run_1/congestion.png
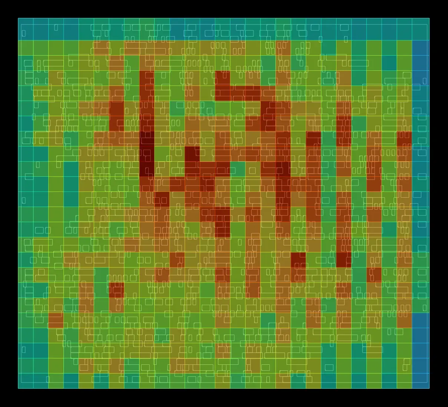
run_1/metal_density.png
Scale bar: 50 µm. The die is cut into 37 by 34 equal tiles; dark purple is low, yellow is high, scaled to the fullest tile. Values are wire area over tile area, all layers added.
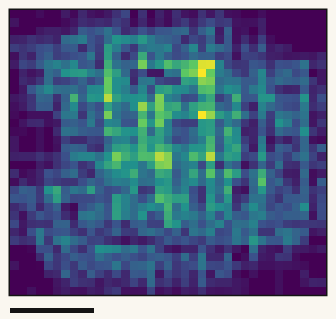
run_1/placement_by_type.png
Scale bar: 50 µm.
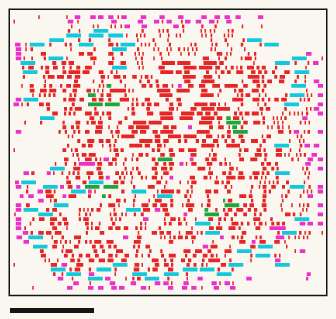
[config.mk]
export PLATFORM = sky130hd
export DESIGN_NAME = cordic_dp
export DESIGN_NICKNAME = d
export VERILOG_FILES = /design/src/rtl/cordic_dp.sv
export SDC_FILE = /design/constraint.sdc
export NUM_CORES = 1
export LEC_CHECK = 0
export CAP_MARGIN = 40
export CELL_PAD_IN_SITES_DETAIL_PLACEMENT = 1
export CELL_PAD_IN_SITES_GLOBAL_PLACEMENT = 1
export CORE_ASPECT_RATIO = 0.9
export CORE_UTILIZATION = 29
export DETAILED_ROUTE_END_ITERATION = 10
export PLACE_DENSITY_LB_ADDON = 0.1
export SYNTH_ARGS = -nofsm -noshare
export SYNTH_HDL_FRONTEND = slang
export SYNTH_SLANG_ARGS = --single-unit
[constraint.sdc]
create_clock -name clk -period 7.6 [get_ports clk]
set_input_delay 0.76 -clock clk [delete_from_list [all_inputs] [get_ports clk]]
set_output_delay 0.76 -clock clk [all_outputs]
set_load 0.01 [all_outputs]
[src/rtl/cordic_dp.sv]
// CORDIC datapath: one micro-rotation per ld, rotation or vectoring mode.
// x/y kept in 18 bits to absorb the CORDIC gain; outputs saturate to 16 bits.
module cordic_dp (
    input  logic               clk,
    input  logic               rst_b,
    input  logic               init,
    input  logic               ld,
    input  logic               mode,
    input  logic signed [15:0] x_in,
    input  logic signed [15:0] y_in,
    input  logic signed [15:0] z_in,
    output logic        [15:0] itr,
    output logic signed [15:0] x_out,
    output logic signed [15:0] y_out,
    output logic signed [15:0] z_out,
    output logic               busy,
    output logic               res_vld
);

    localparam int unsigned DW = 16;
    localparam int unsigned XW = 18;
    localparam int unsigned IW = 4;
    localparam logic [IW-1:0] ITR_LAST = IW'(15);

    logic signed [XW-1:0] x_q, y_q, x_d, y_d;
    logic signed [XW-1:0] x_shr, y_shr;
    logic        [DW-1:0] z_q, z_d;
    logic        [DW-1:0] atan_c;
    logic        [IW-1:0] itr_q, itr_d;
    logic                 mode_q, mode_d;
    logic                 busy_q, busy_d;
    logic                 vld_q, vld_d;
    logic                 d_pos;

    // arctan(2^-i) in binary-angle units (32768 = pi)
    always_comb begin
        atan_c = '0;
        case (itr_q)
            4'd0:  atan_c = 16'd8192;
            4'd1:  atan_c = 16'd4836;
            4'd2:  atan_c = 16'd2555;
            4'd3:  atan_c = 16'd1297;
            4'd4:  atan_c = 16'd651;
            4'd5:  atan_c = 16'd326;
            4'd6:  atan_c = 16'd163;
            4'd7:  atan_c = 16'd81;
            4'd8:  atan_c = 16'd41;
            4'd9:  atan_c = 16'd20;
            4'd10: atan_c = 16'd10;
            4'd11: atan_c = 16'd5;
            4'd12: atan_c = 16'd3;
            4'd13: atan_c = 16'd1;
            4'd14: atan_c = 16'd1;
            default: atan_c = 16'd0;
        endcase
    end

    // next-state: init loads, ld performs one micro-rotation, otherwise hold
    always_comb begin
        x_d    = x_q;
        y_d    = y_q;
        z_d    = z_q;
        itr_d  = itr_q;
        mode_d = mode_q;
        busy_d = busy_q;
        vld_d  = vld_q;
        x_shr  = x_q >>> itr_q;
        y_shr  = y_q >>> itr_q;
        d_pos  = mode_q ? y_q[XW-1] : ~z_q[DW-1];

        if (init) begin
            x_d    = XW'(x_in);
            y_d    = XW'(y_in);
            z_d    = z_in;
            itr_d  = '0;
            mode_d = mode;
            busy_d = 1'b1;
            vld_d  = 1'b0;
        end else if (ld) begin
            if (d_pos) begin
                x_d = x_q - y_shr;
                y_d = y_q + x_shr;
                z_d = z_q - atan_c;
            end else begin
                x_d = x_q + y_shr;
                y_d = y_q - x_shr;
                z_d = z_q + atan_c;
            end
            if (itr_q == ITR_LAST) begin
                busy_d = 1'b0;
                vld_d  = 1'b1;
            end else begin
                itr_d = itr_q + IW'(1);
            end
        end
    end

    always_ff @(posedge clk or negedge rst_b) begin
        if (!rst_b) begin
            x_q    <= '0;
            y_q    <= '0;
            z_q    <= '0;
            itr_q  <= '0;
            mode_q <= 1'b0;
            busy_q <= 1'b0;
            vld_q  <= 1'b0;
        end else begin
            x_q    <= x_d;
            y_q    <= y_d;
            z_q    <= z_d;
            itr_q  <= itr_d;
            mode_q <= mode_d;
            busy_q <= busy_d;
            vld_q  <= vld_d;
        end
    end

    function automatic logic signed [DW-1:0] sat16(input logic signed [XW-1:0] v);
        if (v > 18'sd32767) begin
            return 16'sh7fff;
        end else if (v < -18'sd32768) begin
            return 16'sh8000;
        end
        return v[DW-1:0];
    endfunction

    assign x_out   = sat16(x_q);
    assign y_out   = sat16(y_q);
    assign z_out   = z_q;
    assign itr     = {12'd0, itr_q};
    assign busy    = busy_q;
    assign res_vld = vld_q;

endmodule

==> results.yml, run 1 <==
# physical design summary
clocking:
  clock-sinks: 59
  cts_setup_buffers: 0
  ctsResizeCount: 0
  cts_buffers: 9
  clk_latency_ns: 0.35
  cts_tree: "built"
  htree_levels: 3
  hold_buffers: 0
  root_buffer: "clkbuf_16"
  clk_pin_slew_worst_paths_ns: 0.07
global_route:
  grt-ovfl-total: 0
  grt_usage_pct: 20.1
  grt_max_degree: 75
finish:
  largest_cell_class: "multi-input combinational cells"
  combGateArea_um2: 6970
  final_nets: 1326
  clockBufferCount: 10
  drive_above_1_share_pct: 10.3
  finalNonFillerCells: 1620
  num-nonclk-inverters: 30
  sh_comb_area_pct: 65.9
  comb_cells: 988
  postLayoutCoreUtil_pct: 35.1
  fin_area_um2: 10600
  syn_to_final_growth_pct: 18.1
  register_area_um2: 1480
  area_share_nonclk_buffers_pct: 11.7
  signal_buffers: 124
  nFillCells: 3628
route:
  wl_per_cell_um: 19.3
  detail-route-antenna-nets: 0
  vias: 8644
  highest_layer: "met4"
  met1_length_mm: 15.5
  vias_per_cell: 5.34
  dr.pass1.iters: 4
status:
  status: "finished, final reports clean"
synth:
  edf_count: 0
  syn_area_um2: 8960
  synth_cell_types: 79
  ys_ff: 59
  top_area_share_pct: 16.5
  muxShareOfSynthArea_pct: 18.7
  logic_family: "AND-OR/OR-AND gates"
  yosysSeqAreaShare_pct: 16.5
  synth_chip_area_um2: 8960
  yosys.area_share.aoi_pct: 21.1
  adder_share_pct: 8.77
  synth-simple-area-share_pct: 20.6
die:
  die_w_um: 187
  ios: 119
  die_y_um: 169
  die-area_um2: 31600
  tap_cells: 403
worst_setup_path:
  crit_start: "itr_q[0]"
  worst_setup_path_end_kind: "register"
  crit_type: "reg -> reg"
  cp-start-kind: "register"
  cpMaxStageDelayCell: "dfrtp_2"
  worst-path-stages: 19
  reg2reg_from: "itr_q[0]"
  required_ns: 7.84
  worstPathMaxFanout: 37
  regToRegSetupSlack_ns: 1.95
  critPathTopFamily: "AND-OR/OR-AND gates"
  critical_path_buf_inv_count: 1
  r2r-end: "x_q[16]"
timing:
  skew_ns: 0.0168
  timing.slew.headroom_pct: 44.7
  rsz0062_at_grt: "false"
  drv_slew: 0
  worst_slew_pin_slew_ns: 0.830
  post-route-min-period_ns: 5.65
  fin_crit_sh_pct: 74.3
  fmax_mhz: 177
  finalSetupTns_ns: 0
  hold_violations: 0
power_and_ir_drop:
  power_uw: 6180
  power.density_nw_per_um2: 584
  sequentialPowerShare_pct: 13.0
  intPower_uw: 2990
  clock_power_share_pct: 6.8
  p_sw_share_pct: 51.7
  p_comb_share_pct: 80.2
placed_design:
  dpl_cell_area_um2: 10300
  pre_cts_ws_ns: 2.03
  io_buffers: 106
  post-dp-hpwl_mm: 23.0
## Picture notes: congestion.png
routing usage on met1: 27.7%
M3 GR Usage: 3.09%

## Picture notes: metal_density.png
The densest ninth of the die: centre. 9.3% of the tiles are nearly empty. 12% of the tiles are over half the peak. The mean over all tiles is 0.15. The fullest tile reaches 0.58.

## Picture notes: placement_by_type.png
Key: clock drivers and dummy loads = green [cells 16]; other buffers and delay cells = magenta [cells 124]; flops = cyan [cells 59]; combinational and other logic = red [cells 1,018]

[run 1: power by group through the flow]
stage | clock network [µW] | registers (µW) | logic (µW)
after floorplan | 0 | 623 | 3660
after global routing | 446 | 829 | 5550
final | 420 | 804 | 4960
after detailed placement | 0 | 808 | 4960
after global placement | 0 | 836 | 4860
after CTS | 433 | 802 | 4990
[run 1: cell usage in the layout (no fill, tap or decap), types with 20 or more instances in the layout]
cell             instances
a21oi_1                101
clkdlybuf4s50_1        103
dfrtp_1                 57
ha_1                    58
inv_1                   27
mux2_2                  23
mux2i_1                 58
mux4_2                  33
nand2_1                145
nor2_1                 148
nor2b_1                 20
o21ai_0                 89
xnor2_1                 47
xor2_1                  35
run_1/sizes.png
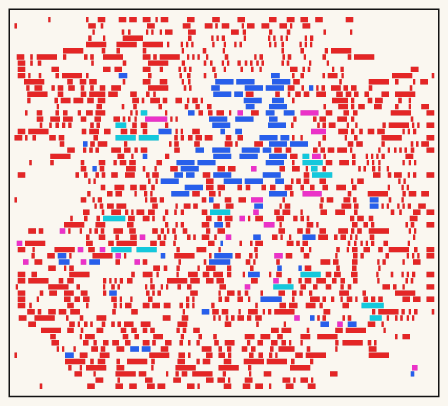

--- run 2 (diff from run 1) ---
Clock period 7.6 ns to 5.7 ns, I/O delays scaled along.
run_2/sizes.png
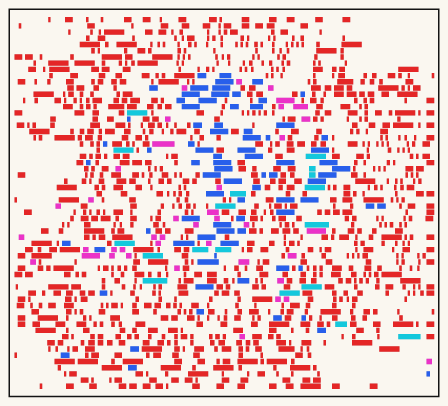
Key: _2 cells = blue [cells 81, share 6.6%, most used mux4_2]; _3 and _4 cells = magenta [cells 40, share 3.2%, most used buf_4]; _0 and _1 cells = red [cells 1,092, share 89%, most used nor2_1]; _6 and larger = cyan [cells 18, share 1.5%, most used clkbuf_16]

run_2/congestion.png
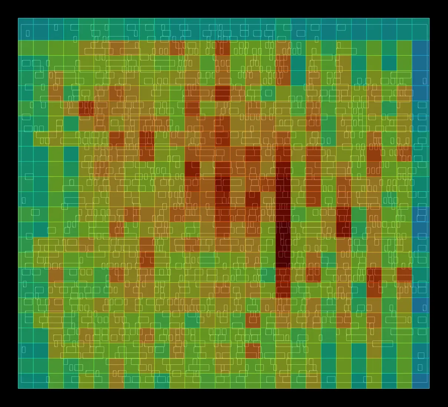
M3 GR Usage: 2.07%
GRT Util Overall: 21.0%

==> run 2 against run 1 <==
Net effect: worst setup slack worse by 1.4 ns; critical path type unchanged; critical path depth shrank 2; largest cell class unchanged; core utilization is 0.56 points higher; largest power group unchanged; count of clock-buffer cells in the layout is 1 lower; clock skew down 0.0053 ns; sequential cell count is the same; critical endpoint is now z_out[15].
==> results.yml, run 2 <==
# physical design summary
route:
  detail-route-antenna-nets: 0
  dr.pass1.iters: 5
  wl_per_cell_um: 19.8
  vias_per_cell: 5.35
  vias: 8735
synth:
  edf_count: 0
  top_area_share_pct: 16.5
  syn_area_um2: 8960
  synth_chip_area_um2: 8960
  yosysSeqAreaShare_pct: 16.5
  netlist_top_cells_area: "dfrtp_1, mux4_2, ha_1"
worst_setup_path:
  crit_type: "reg -> reg"
  reg2reg_from: "itr_q[1]"
  critical_path_buf_inv_count: 1
  worst-path-stages: 17
  cp-start-kind: "register"
  r2r-end: "z_out[15]"
  required_ns: 5.94
  crit_start: "itr_q[1]"
  critPathTopFamily: "AND-OR/OR-AND gates"
die:
  ios: 119
  tap_cells: 403
  die_w_um: 187
  die-area_um2: 31600
finish:
  comb_cells: 988
  postLayoutCoreUtil_pct: 35.6
  fin_area_um2: 10800
  sh_comb_area_pct: 64.9
  layout_top_cell: "nor2_1"
  clockBufferCount: 9
  layout_top_cells: "nor2_1, nand2_1, clkdlybuf4s50_1"
  final_nets: 1340
  drive_above_1_share_pct: 11.3
  register_area_um2: 1480
  combGateArea_um2: 6980
  signal_buffers: 138
  nFillCells: 3633
  largest_cell_class: "multi-input combinational cells"
timing:
  hold_violations: 0
  rsz0062_at_grt: "false"
  skew_ns: 0.0115
  timing.slew.headroom_pct: 51.8
  fmax_mhz: 193
  worst_slew_pin_slew_ns: 0.721
  drv_slew: 0
  finalSetupTns_ns: 0
  fin_crit_sh_pct: 91.1
clocking:
  hold_buffers: 0
  clock_path_buffers: 2
  htree_levels: 3
  cts_setup_buffers: 0
  clk_pin_slew_worst_paths_ns: 0.06
  cts_tree: "built"
  clock-sinks: 59
  clk_latency_ns: 0.35
placed_design:
  dpl_cell_area_um2: 10400
  post-dp-hpwl_mm: 24.4
  io_buffers: 106
  pre_cts_ws_ns: 0.475
flow_run:
  maxCapViolCount: 0
global_route:
  gr-usage-met1_pct: 30.2
  grt_max_degree: 71
  antenna_found_initial: 0
power_and_ir_drop:
  power_uw: 8400
  power.density_nw_per_um2: 781
status:
  status: "finished, final reports clean"
==> run 2: per-layer routing <==
layer | part of all wire (%) | routed length (µm)
met3 | 2.9 | 949
met4 | 1.3 | 411
met5 | 0 | 0
met2 | 45 | 14500
met1 | 51 | 16400
==> run 2: cells by family (layout without fill, tap and decap cells) <==
group | after synthesis | in the layout | share of synthesized area, %
buffers and inverters | 122 | 184 | 6.31
xor gates and xnor gates | 82 | 82 | 8.01
adders and majority gates | 61 | 61 | 8.77
other | 1 | 12 | 0.0418
AOI/OAI and AO/OA | 308 | 308 | 21.1
and+or+nand+nor | 404 | 404 | 20.6
DFF | 59 | 59 | 16.5
muxes | 121 | 121 | 18.7
==> run 2: where the power goes <==
part	internal (µW)	leakage, µW	switching [µW]
clock network	387	0.000156	255
logic	3110	0.00354	3600
registers	596	0.000705	451
--- run 3 (diff from run 2) ---
Settings changed: CORE_ASPECT_RATIO 0.9 to default.
run_3/placement_by_type.png
Scale bar: 50 µm.
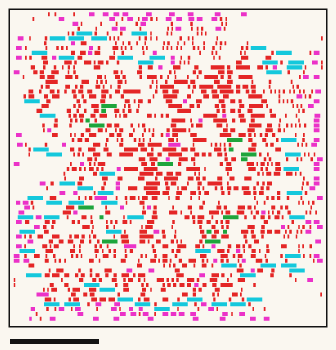
flop share of the area: 13.8%
fin util: 35.2%
core region area: 30,500 µm²
# rows: 64
final instance area: 10,700 µm²

==> run 3 against run 2 <==
Net effect: total power is 0.33% lower; sequential cell count stayed put; first-iteration DRC count down 19%; wire length up 0.89%; core utilization decreased by 0.47 points; count of clock-buffer cells in the layout unchanged; critical path type unchanged; critical endpoint is now y_q[16]; largest power group unchanged.
==> results.yml, run 3 <==
# physical design summary
status:
  status: "finished, final reports clean"
clocking:
  hold_buffers: 0
  cts_setup_buffers: 0
  clock-sinks: 59
  htree_levels: 3
  clk_pin_slew_worst_paths_ns: 0.07
  clock_path_buffers: 2
finish:
  nFillCells: 3705
  register_area_um2: 1480
  drive_above_1_share_pct: 11.7
  largest_cell_class: "multi-input combinational cells"
  layout_top_cells: "nor2_1, nand2_1, clkdlybuf4s50_1"
  comb_cells: 988
  final_nets: 1346
  sh_comb_area_pct: 65.0
  clockBufferCount: 9
  signal_buffers: 144
die:
  tap_cells: 396
  die_w_um: 178
  ios: 119
  die-area_um2: 31600
global_route:
  antenna_found_initial: 0
  use_met3_pct: 3.19
  gr-usage-met1_pct: 29.2
  grt_usage_pct: 21.3
timing:
  fin_crit_sh_pct: 91.1
  worst_slew_pin_slew_ns: 0.817
  rsz0062_at_grt: "false"
  skew_ns: 0.0147
  timing.slew.headroom_pct: 45.3
power_and_ir_drop:
  power_leader: "combinational cells"
  power.density_nw_per_um2: 780
  p_seq_uw: 1000
  p_sw_share_pct: 51.6
  p_comb_share_pct: 81.4
  clock_power_share_pct: 6.7
  power_uw: 8370
  p_comb_uw: 6810
synth:
  edf_count: 0
  yosysSeqAreaShare_pct: 16.5
  netlist_top_cells_area: "dfrtp_1, mux4_2, ha_1"
  synth_chip_area_um2: 8960
  syn_area_um2: 8960
worst_setup_path:
  cp-start-kind: "register"
  crit_type: "reg -> reg"
  critPathTopFamily: "AND-OR/OR-AND gates"
  critical_path_buf_inv_count: 1
  required_ns: 5.96
route:
  route.met2.wl_mm: 15.0
  wl_per_cell_um: 20.0
  dr.pass1.iters: 5
  highest_layer: "met4"
  route.met3.wl_mm: 1.24
flow_run:
  maxCapViolCount: 0
placed_design:
  io_buffers: 106
  dpl_cell_area_um2: 10400
  post-dp-hpwl_mm: 25.0
run_3/io_fan.png
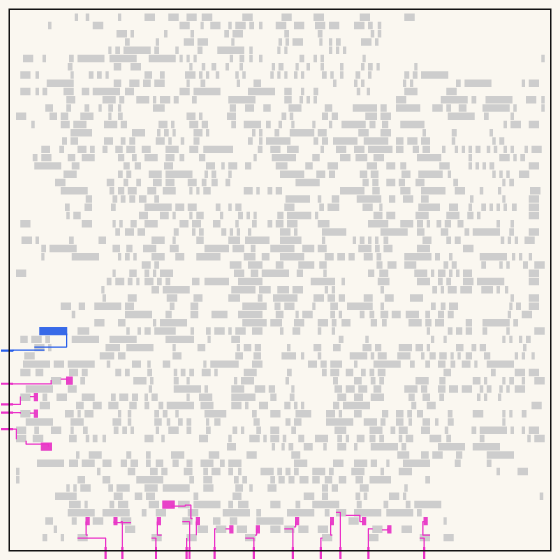
Key: z_in = magenta [bits 16, direction input, end cells 16, buffers 16, wire 198 µm]; res_vld = blue [bits 1, direction output, end cells 1, buffers 1, wire 26.0 µm]

[run 3: cell families (layout without fill, tap and decap cells)]
logic type / count (synthesis) / after routing / share of synthesized area (%)
buf+inv: 122 / 190 / 6.31
other cells: 1 / 12 / 0.0418
simple gates: 404 / 404 / 20.6
mux: 121 / 121 / 18.7
compound gates: 308 / 308 / 21.1
xor+xnor: 82 / 82 / 8.01
fa+ha+maj: 61 / 61 / 8.77
flops: 59 / 59 / 16.5
[run 3: final timing paths]
check,to,start,cells past startpoint,slack (ns)
worst max-delay path,y_q[16],itr_q[0],17,0.51
worst min-delay path,z_out[11],rst_b,2,0.23
worst max register to register,y_q[16],itr_q[0],17,0.51
worst min register to register,busy,busy,1,0.48
max in group asynchronous,x_q[6],rst_b,3,4.91
min in group clk,busy,busy,1,0.48
Power and IR drop assume default switching activity.
